Wiring by layer:
Scale: 3 px per micron. Only two layers are drawn.
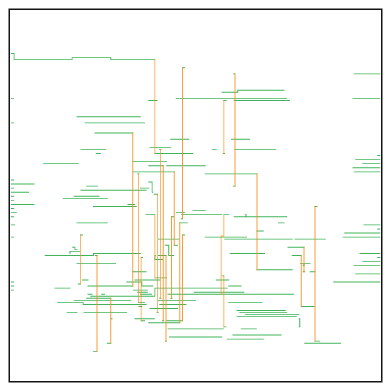
Routing congestion map:
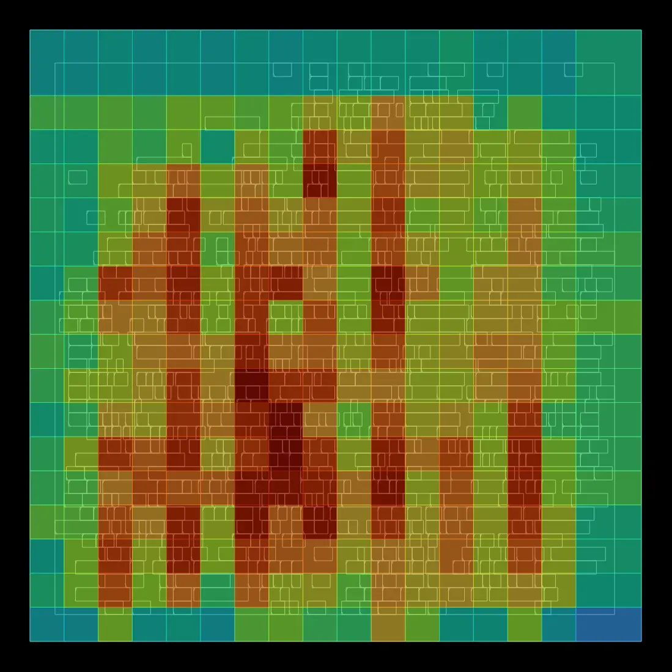
File: src/rtl/bat_amateur_regfile.sv
`default_nettype none
// ============================================================================
// Module      : bat_amateur_regfile
// Description : General-register file for the BAT amateur CPU. Holds A, B,
//               R3..R7 and OUT (indices 0..7). Each register is independently
//               incremented, loaded from the shared bus, or driven onto the bus
//               under control of the controller's per-register strobes. Writes
//               to OUT are also queued in a small FIFO toward the output device.
// Ports       :
//   CLK          in   system clock, all state on rising edge
//   RST          in   synchronous reset, active low
//   BUS_IN       in   shared data bus value (load source)
//   REGS_INC     in   per-register increment strobe (bit0=A ... bit7=OUT)
//   REGS_RW      in   per-register direction: 1=load from bus, 0=drive bus
//   REGS_EN      in   per-register enable
//   BUS_OUT      out  value of the lowest-index register driving the bus, else 0
//   BUS_DRIVE    out  some register is driving BUS_OUT this cycle
//   REG_A        out  register A contents
//   REG_B        out  register B contents
//   OUT_DATA     out  head of OUT FIFO (0 when empty)
//   OUT_VALID    out  OUT FIFO non-empty
//   OUT_READY    in   output device accepts OUT_DATA this cycle
//   OUT_OVERRUN  out  sticky: OUT push dropped because FIFO was full
//   BUS_CONFLICT out  sticky: two or more registers drove the bus in one cycle
// Revision    : 1.0 - initial release
// ============================================================================
module bat_amateur_regfile #(
    parameter int DATA_W    = 8,
    parameter int OUT_DEPTH = 4
) (
    input  logic              CLK,
    input  logic              RST,
    input  logic [DATA_W-1:0] BUS_IN,
    input  logic [7:0]        REGS_INC,
    input  logic [7:0]        REGS_RW,
    input  logic [7:0]        REGS_EN,
    output logic [DATA_W-1:0] BUS_OUT,
    output logic              BUS_DRIVE,
    output logic [DATA_W-1:0] REG_A,
    output logic [DATA_W-1:0] REG_B,
    output logic [DATA_W-1:0] OUT_DATA,
    output logic              OUT_VALID,
    input  logic              OUT_READY,
    output logic              OUT_OVERRUN,
    output logic              BUS_CONFLICT
);

    localparam int C_PTR_W = $clog2(OUT_DEPTH);
    localparam int C_CNT_W = C_PTR_W + 1;

    logic [DATA_W-1:0]  r_regs [8];
    logic [DATA_W-1:0]  r_fifo [OUT_DEPTH];
    logic [C_PTR_W-1:0] r_rd_ptr;
    logic [C_PTR_W-1:0] r_wr_ptr;
    logic [C_CNT_W-1:0] r_count;
    logic               r_overrun;
    logic               r_conflict;

    logic [7:0]         w_drive;
    logic [DATA_W-1:0]  w_bus_out;
    logic               w_multi_drive;
    logic               w_valid;
    logic               w_full;
    logic               w_push_req;
    logic               w_push;
    logic               w_pop;

    // INC has priority over RW, so a register only drives when neither
    // incrementing nor loading.
    assign w_drive       = REGS_EN & ~REGS_INC & ~REGS_RW;
    // Clearing the lowest set bit leaves something only if 2+ bits were set.
    assign w_multi_drive = |(w_drive & (w_drive - 8'd1));

    // Scan from the top so the lowest-index driver wins.
    always_comb begin
        w_bus_out = '0;
        for (int i = 7; i >= 0; i--) begin
            if (w_drive[i]) begin
                w_bus_out = r_regs[i];
            end
        end
    end

    assign BUS_OUT   = w_bus_out;
    assign BUS_DRIVE = |w_drive;
    assign REG_A     = r_regs[0];
    assign REG_B     = r_regs[1];

    always_ff @(posedge CLK) begin
        if (!RST) begin
            for (int i = 0; i < 8; i++) begin
                r_regs[i] <= '0;
            end
        end else begin
            for (int i = 0; i < 8; i++) begin
                if (REGS_EN[i]) begin
                    if (REGS_INC[i]) begin
                        r_regs[i] <= r_regs[i] + DATA_W'(1);
                    end else if (REGS_RW[i]) begin
                        r_regs[i] <= BUS_IN;
                    end
                end
            end
        end
    end

    // OUT FIFO: a full FIFO still accepts a push when a pop frees a slot on the
    // same edge; an empty FIFO ignores OUT_READY.
    assign w_valid    = (r_count != '0);
    assign w_full     = (r_count == C_CNT_W'(OUT_DEPTH));
    assign w_push_req = REGS_EN[7] & ~REGS_INC[7] & REGS_RW[7];
    assign w_pop      = w_valid & OUT_READY;
    assign w_push     = w_push_req & (~w_full | w_pop);

    assign OUT_VALID  = w_valid;
    assign OUT_DATA   = w_valid ? r_fifo[r_rd_ptr] : '0;

    always_ff @(posedge CLK) begin
        if (!RST) begin
            for (int i = 0; i < OUT_DEPTH; i++) begin
                r_fifo[i] <= '0;
            end
            r_rd_ptr   <= '0;
            r_wr_ptr   <= '0;
            r_count    <= '0;
            r_overrun  <= 1'b0;
            r_conflict <= 1'b0;
        end else begin
            if (w_push) begin
                r_fifo[r_wr_ptr] <= BUS_IN;
                r_wr_ptr         <= r_wr_ptr + C_PTR_W'(1);
            end
            if (w_pop) begin
                r_rd_ptr <= r_rd_ptr + C_PTR_W'(1);
            end
            if (w_push && !w_pop) begin
                r_count <= r_count + C_CNT_W'(1);
            end else if (!w_push && w_pop) begin
                r_count <= r_count - C_CNT_W'(1);
            end
            if (w_push_req && !w_push) begin
                r_overrun <= 1'b1;
            end
            if (w_multi_drive) begin
                r_conflict <= 1'b1;
            end
        end
    end

    assign OUT_OVERRUN  = r_overrun;
    assign BUS_CONFLICT = r_conflict;

endmodule
`default_nettype wire

File: config.mk
export PLATFORM = sky130hd
export DESIGN_NAME = bat_amateur_regfile
export DESIGN_NICKNAME = d
export VERILOG_FILES = /design/src/rtl/bat_amateur_regfile.sv
export SDC_FILE = /design/constraint.sdc
export NUM_CORES = 1
export LEC_CHECK = 0
export CAP_MARGIN = 20
export CORE_MARGIN = 5
export CORE_UTILIZATION = 50
export CTS_BUF_LIST = sky130_fd_sc_hd__clkbuf_8
export CTS_CLUSTER_SIZE = 20
export DETAILED_ROUTE_END_ITERATION = 12
export PLACE_DENSITY = 0.72
export REMOVE_ABC_BUFFERS = 1
export SLEW_MARGIN = 10
export SYNTH_ARGS = -nofsm -noshare
export SYNTH_HDL_FRONTEND = slang
export SYNTH_SLANG_ARGS = --single-unit
File: constraint.sdc
create_clock -name CLK -period 2.41 [get_ports CLK]
set_input_delay 0.241 -clock CLK [delete_from_list [all_inputs] [get_ports CLK]]
set_output_delay 0.241 -clock CLK [all_outputs]
set_load 0.02 [all_outputs]
==> reports/metrics.yaml <==
cells_and_area:
  clkCellAreaFrac_pct: 2.57
  fill_cells: 1061
  num-clock-buffers: 9
  signal_buffers: 142
  largest_class: "multi-input combinational cells"
  largest_reg_flops: 64
  design_area_sq_um: 7890
  inverters_excl_clock: 8
  comb_area_sq_um: 3120
global_routing:
  grt_pass1_vias: 5387
  grt_start_max_net_pins: 36
  grt_use_met2_pct: 39.4
logic_synthesis:
  synth_area_sq_um: 6460
  yosys_warnings: 0
  yosysChipArea_sq_um: 6460
placed_design:
  placed_cell_area_sq_um: 7640
  dpl.cell_count: 891
setup_path:
  criticalPathCategory: "in -> out"
  worstPathRequired_ns: 2.17
  path_cells: "clkdlybuf4s50_1, or3b_4, and2_4, and3_4, a221o_1, o2bb2ai_1, buf_4"
  cpPeakStageDelay_ns: 0.48
  crit_buf_inv: 2
  critPathMaxFanout: 6
sta:
  hold_viol: 0
outcome:
  status: "finished, final reports clean"
clocking:
  cts_resized: 52
route:
  wl_met2_mm: 8.57
worst_hold_path:
  whs_path_depth: 2
About 'wiring by layer':
legend:
  metal 4:
    colour: orange
    wire_length: 765 microns
  metal 3:
    colour: green
    wire_length: 1250 microns
final wirelength: 18.0 mm
Total GRT Usage: 24.4%

About 'routing congestion map':
busiest grt layer: met2
met1 Usage GRT: 32.2%

power by group:
| part | internal (mW) | leakage (nW) | total [mW] | switching [mW] |
|---|---|---|---|---|
| combinational | 0.596 | 1.82 | 1.26 | 0.661 |
| clock | 0.415 | 0.104 | 1.15 | 0.738 |
| sequential | 2.20 | 1.11 | 2.39 | 0.186 |
| total | 3.21 | 3.03 | 4.80 | 1.58 |
kinds of logic (layout without fill, tap and decap cells):
logic type      after synthesis  in the layout  share of synthesized area [%]
mux                          10             10                           3.10
buf+inv                      61            166                           4.73
compound gates              113            113                           11.9
fa+ha+maj                    10             10                           2.05
simple gates                277            277                           22.9
xor+xnor                     54             54                           7.32
flops                       107            107                           48.1
Power and IR drop assume default switching activity.
